--- src/rtl/match_controller.sv ---
// Match sequencer for pong: serve, rally, scoring, frame-counted pause, game over and restart.
// Next state is computed combinationally; every output comes straight from a register.
module match_controller #(
  parameter int SCORE_WIDTH  = 4,
  parameter int WIN_SCORE    = 11,
  parameter int WIN_BY_TWO   = 1,
  parameter int PAUSE_FRAMES = 60,
  parameter int SERVE_MODE   = 0
) (
  input  logic                   i_clock,
  input  logic                   i_reset,
  input  logic                   i_vsync_pulse,
  input  logic                   i_left_ckick,
  input  logic                   i_right_ckick,
  input  logic                   i_left_miss,
  input  logic                   i_right_miss,
  output logic                   o_left_will_start,
  output logic                   o_right_will_start,
  output logic                   o_ball_in_game,
  output logic [SCORE_WIDTH-1:0] o_left_score,
  output logic [SCORE_WIDTH-1:0] o_right_score,
  output logic                   o_game_over,
  output logic                   o_winner,
  output logic [2:0]             o_state
);

  typedef enum logic [2:0] {
    SERVE_R = 3'd0,
    SERVE_L = 3'd1,
    PLAY    = 3'd2,
    PAUSE   = 3'd3,
    OVER    = 3'd4
  } state_e;

  localparam int PW = (PAUSE_FRAMES < 2) ? 1 : $clog2(PAUSE_FRAMES + 1);
  localparam logic [PW-1:0] PAUSE_LAST = PW'((PAUSE_FRAMES > 0) ? PAUSE_FRAMES - 1 : 0);
  localparam logic [SCORE_WIDTH-1:0] SCORE_MAX = {SCORE_WIDTH{1'b1}};

  state_e                 state_q, state_d;
  logic [SCORE_WIDTH-1:0] left_q, left_d, right_q, right_d;
  logic                   winner_q, winner_d;
  logic [PW-1:0]          cnt_q, cnt_d;
  // Player encoding for the server registers: 1 = right, 0 = left (same as o_winner).
  logic                   last_srv_q, last_srv_d;
  logic                   next_srv_q, next_srv_d;
  logic [SCORE_WIDTH-1:0] left_up, right_up;
  logic                   left_wins, right_wins;

  // Extra top bit keeps q+2 from overflowing; reaching the max score always wins so scores never wrap.
  function automatic logic wins(input logic [SCORE_WIDTH-1:0] p, input logic [SCORE_WIDTH-1:0] q);
    logic [SCORE_WIDTH:0] pe;
    logic [SCORE_WIDTH:0] qe;
    pe = {1'b0, p};
    qe = {1'b0, q};
    return ((pe >= (SCORE_WIDTH+1)'(WIN_SCORE)) &&
            ((WIN_BY_TWO == 0) || (pe >= qe + (SCORE_WIDTH+1)'(2)))) ||
           (p == SCORE_MAX);
  endfunction

  assign left_up    = left_q + SCORE_WIDTH'(1);
  assign right_up   = right_q + SCORE_WIDTH'(1);
  assign left_wins  = wins(left_up, right_q);
  assign right_wins = wins(right_up, left_q);

  always_comb begin
    state_d    = state_q;
    left_d     = left_q;
    right_d    = right_q;
    winner_d   = winner_q;
    cnt_d      = cnt_q;
    last_srv_d = last_srv_q;
    next_srv_d = next_srv_q;
    case (state_q)
      SERVE_R: if (i_right_ckick) state_d = PLAY;
      SERVE_L: if (i_left_ckick) state_d = PLAY;
      PLAY: begin
        if (i_left_miss && i_right_miss) begin
          state_d    = PAUSE;
          cnt_d      = '0;
          next_srv_d = last_srv_q;
        end else if (i_left_miss) begin
          right_d = right_up;
          if (right_wins) begin
            state_d  = OVER;
            winner_d = 1'b1;
          end else begin
            state_d    = PAUSE;
            cnt_d      = '0;
            next_srv_d = (SERVE_MODE != 0) ? ~last_srv_q : 1'b0;
          end
        end else if (i_right_miss) begin
          left_d = left_up;
          if (left_wins) begin
            state_d  = OVER;
            winner_d = 1'b0;
          end else begin
            state_d    = PAUSE;
            cnt_d      = '0;
            next_srv_d = (SERVE_MODE != 0) ? ~last_srv_q : 1'b1;
          end
        end
      end
      PAUSE: begin
        if ((PAUSE_FRAMES == 0) || (i_vsync_pulse && (cnt_q == PAUSE_LAST))) begin
          state_d    = next_srv_q ? SERVE_R : SERVE_L;
          last_srv_d = next_srv_q;
        end else if (i_vsync_pulse) begin
          cnt_d = cnt_q + PW'(1);
        end
      end
      OVER: begin
        if (i_left_ckick || i_right_ckick) begin
          left_d     = '0;
          right_d    = '0;
          state_d    = winner_q ? SERVE_L : SERVE_R;
          last_srv_d = ~winner_q;
        end
      end
      default: state_d = SERVE_R;
    endcase
  end

  always_ff @(posedge i_clock) begin
    if (i_reset) begin
      state_q            <= SERVE_R;
      left_q             <= '0;
      right_q            <= '0;
      winner_q           <= 1'b0;
      cnt_q              <= '0;
      last_srv_q         <= 1'b1;
      next_srv_q         <= 1'b1;
      o_right_will_start <= 1'b1;
      o_left_will_start  <= 1'b0;
      o_ball_in_game     <= 1'b0;
      o_game_over        <= 1'b0;
    end else begin
      state_q            <= state_d;
      left_q             <= left_d;
      right_q            <= right_d;
      winner_q           <= winner_d;
      cnt_q              <= cnt_d;
      last_srv_q         <= last_srv_d;
      next_srv_q         <= next_srv_d;
      o_right_will_start <= (state_d == SERVE_R);
      o_left_will_start  <= (state_d == SERVE_L);
      o_ball_in_game     <= (state_d == PLAY);
      o_game_over        <= (state_d == OVER);
    end
  end

  assign o_left_score  = left_q;
  assign o_right_score = right_q;
  assign o_winner      = winner_q;
  assign o_state       = state_q;

endmodule

--- config.mk ---
export PLATFORM = sky130hd
export DESIGN_NAME = match_controller
export DESIGN_NICKNAME = d
export VERILOG_FILES = /design/src/rtl/match_controller.sv
export SDC_FILE = /design/constraint.sdc
export NUM_CORES = 1
export LEC_CHECK = 0
export CAP_MARGIN = 20
export CELL_PAD_IN_SITES_DETAIL_PLACEMENT = 2
export CELL_PAD_IN_SITES_GLOBAL_PLACEMENT = 2
export CORE_ASPECT_RATIO = 1.5
export CORE_MARGIN = 10
export CORE_UTILIZATION = 34
export DETAILED_ROUTE_END_ITERATION = 12
export PLACE_DENSITY_LB_ADDON = 0.1
export SETUP_SLACK_MARGIN = 0.4
export SYNTH_ARGS = -nofsm -noshare
export SYNTH_HDL_FRONTEND = slang
export SYNTH_SLANG_ARGS = --single-unit
--- constraint.sdc ---
create_clock -name i_clock -period 6.17 [get_ports i_clock]
set_input_delay 0.617 -clock i_clock [delete_from_list [all_inputs] [get_ports i_clock]]
set_output_delay 0.617 -clock i_clock [all_outputs]
set_load 0.005 [all_outputs]
Run 1, drive-strength map:
The bar under the picture is 20 um long.
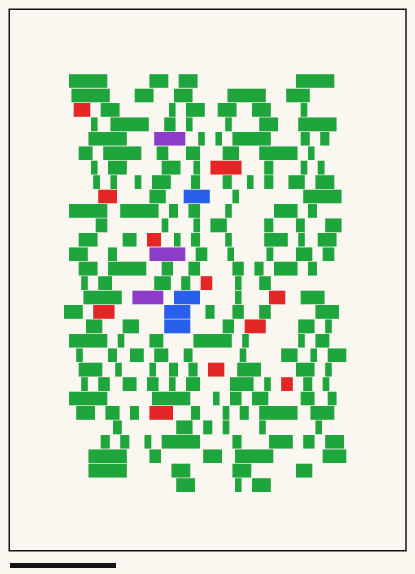
- x3 and x4: purple (cells 3; share 1.5%)
- x6 and larger: blue (cells 4; share 2.0%)
- x1 and smaller: green (cells 186; share 91%)
- x2: red (cells 11; share 5.4%)

Run 1, sequential cells grouped by signal name:
The bar under the picture is 20 um long. Other sequential cells in the stronger gray, the rest of the logic in the fainter gray.
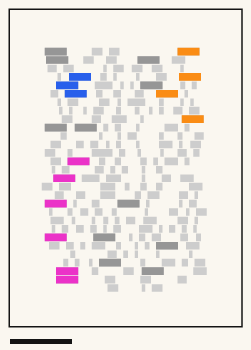
- `o_state`: blue (sequential cells 3)
- `cnt_q`: magenta (sequential cells 6)
- `o_left_score`: orange (sequential cells 4; where north-east)
- not colored: 11

Run 1, cell classes on the final placement:
The bar under the picture is 20 um long.
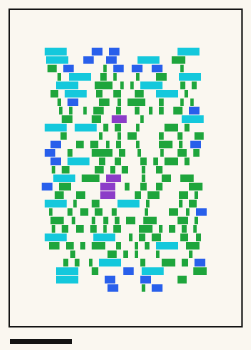
- clock drivers and dummy loads: purple (cells 4)
- remaining buffers and delay cells: blue (cells 22)
- registers: cyan (cells 24)
- remaining logic cells: green (cells 154)

==> flow_summary.json, run 1 <==
{
  "nonClkBufAreaFrac": 0.120,
  "dpl_worst_slack_ns": 2.88,
  "r2r_slack_ns": 2.92,
  "comb_cells": 144,
  "top_cell": "nor2_1",
  "lay_top_cells": "26 x nor2_1, 24 x dfxtp_1, 22 x clkdlybuf4s50_1",
  "postRouteAntennaNets": 0,
  "pwr-share-clk": 0.325,
  "netlist_area_um2": 1520,
  "use_met3": 0.0196,
  "clock.fmax_mhz": 308,
  "gp_congestion": 0.780,
  "vias": 1411,
  "grt-busiest-layer": "met2",
  "boundaryPins": 23,
  "grt_pass1_vias": 1622,
  "max_cap_violations": 0,
  "cp.arrival_ns": 3.41,
  "min_path_type": "flop to flop",
  "min_to": "last_srv_q$_SDFFE_PP1P_",
  "p_sw_w": 0.0000956,
  "cts_tree": "done",
  "yosys-top-cells-area": "dfxtp_1 32%, ha_1 9.9%, nor2_1 6.4%",
  "flops": 24,
  "period_used_share": 0.527,
  "final_util": 0.428,
  "yosysWarnings": 0,
  "hold_viol": 0,
  "worstMarginPinSlew_ns": 0.755,
  "muxShareOfSynthArea": 0.0281,
  "grt_pass1_wl_um": 7980,
  "pg_clk_w": 0.000112,
  "swShare": 0.276,
  "logic_area_um2": 981,
  "crit_fanout": 7,
  "nNonClkBuffers": 22,
  "timing.rr.end": "cnt_q[2]$_SDFFE_PP0P_",
  "dieHeight_um": 102,
  "reg2reg_depth": 10,
  "outcome": "completed",
  "grt.met1_usage": 0.127,
  "antenna_found_initial": 0
}
run 1: state kept, by name (all words and copies together) (netlist names):
signal,flops
cnt_q,6
next_srv_q,1
o_left_will_start,1
o_winner,1
o_right_score,4
o_ball_in_game,1
o_left_score,4
o_game_over,1
o_state,3
o_right_will_start,1
last_srv_q,1
run 1: worst max-delay path, delay by kind of cell, from the launching register on:
kind	cells	cell delay, ns
compound gates	4	1.15
xor+xnor	1	0.31
simple gates	3	0.60
flops	1	0.47
fa+ha+maj	2	0.58
Run 1, congestion heat map:
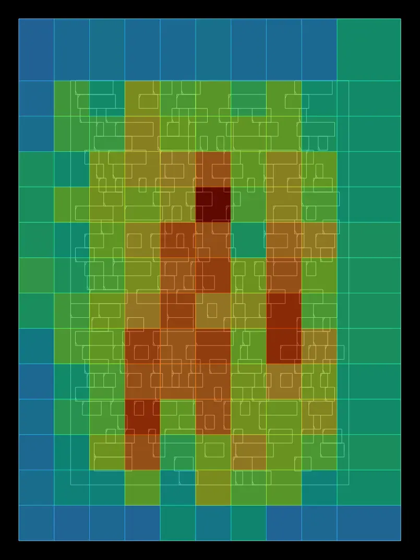

==> inputs of run 2 (changes only) <==
CORE_UTILIZATION = 32   (was 34)
clock period = 3.3 ns   (was 6.17 ns; I/O delays follow)
Run 2, congestion heat map:
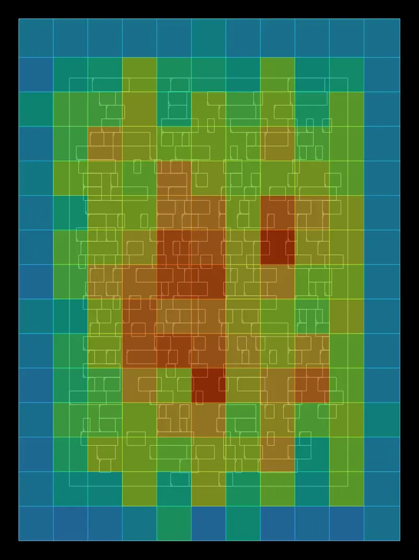
busiest grt layer: met2
fin util: 0.422

Run 2, cell classes on the final placement:
The bar under the picture is 20 um long.
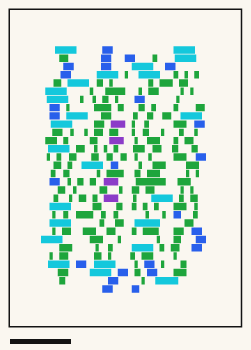
- remaining buffers and delay cells: blue (cells 25)
- registers: cyan (cells 24)
- remaining logic cells: green (cells 154)
- clock drivers and dummy loads: purple (cells 4)

==> run 2 against run 1 <==
  * Clock skew down 0.00059 ns
  * Highest routed layer unchanged
  * Worst hold slack worse by 0.0024 ns
  * Register-to-register slack worse by 2.4 ns
  * Cell area up 4.6%
  * Wire length up 1.7%
  * First-iteration DRC count up 14%
  * Largest power group unchanged
==> flow_summary.json, run 2 <==
{
  "yosysWarnings": 0,
  "p_sw_w": 0.000178,
  "crit_family": "simple AND/OR/NAND/NOR gates",
  "cp.depth": 11,
  "path_buffers": 1,
  "grt_pass1_wl_um": 8020,
  "largest_register": "cnt_q",
  "top_cell": "nor2_1",
  "wl_met1_um": 1770,
  "antenna_found_initial": 0,
  "clock.fmax_mhz": 364,
  "cts_tree": "done",
  "timing.rr.end": "cnt_q[4]$_SDFFE_PP0P_",
  "max_cap_violations": 0,
  "hold_viol": 0,
  "swShare": 0.274,
  "worstMarginPinSlew_ns": 0.824,
  "largest_reg_flops": 6,
  "crit_fanout": 7,
  "dpl_worst_slack_ns": 0.111,
  "lay_top_cells": "26 x nor2_1, 22 x dfxtp_1, 22 x clkdlybuf4s50_1",
  "pwr-share-clk": 0.320,
  "yosys-top-cells-area": "dfxtp_1 32%, ha_1 9.9%, nor2_1 6.4%",
  "grt_pass1_vias": 1622,
  "min_to": "last_srv_q$_SDFFE_PP1P_",
  "period_used_share": 0.833,
  "reg2reg_depth": 11,
  "outcome": "completed",
  "grt.met1_usage": 0.105,
  "vias": 1466,
  "gp_congestion": 0.771,
  "cp.arrival_ns": 2.92,
  "use_met3": 0.0208,
  "pg_clk_w": 0.000208,
  "r2r_slack_ns": 0.55
}
-- run 2: cell counts after synthesis --
No cell type changed its count.
-- run 2: area by class of cell --
type	count	area, um^2	area share
multi-input cells	144	1010	0.530
flip-flops and latches	24	485	0.253
repair buffers	25	243	0.127
well taps	64	80.1	0.0418
clock buffers	4	55.1	0.0287
inverters	10	37.5	0.0196
-- run 2: logic make-up (layout without fill, tap and decap cells) --
logic type,Yosys count,count (layout),synth area share
simple gates,79,79,0.289
compound gates,41,41,0.185
flops,24,24,0.317
buf+inv,14,39,0.0363
fa+ha+maj,12,12,0.0990
xor+xnor,8,8,0.0462
mux,4,4,0.0281
-- run 2: what timing repair did --
action                                  CTS  global route
pin swaps                                 1             0
gates resized                             6             4
buffers inserted                          1             0
endpoints found under the setup margin   11             9
gates cloned                              0             0
Power figures rest on the tool's default switching activity, not on a simulated workload.
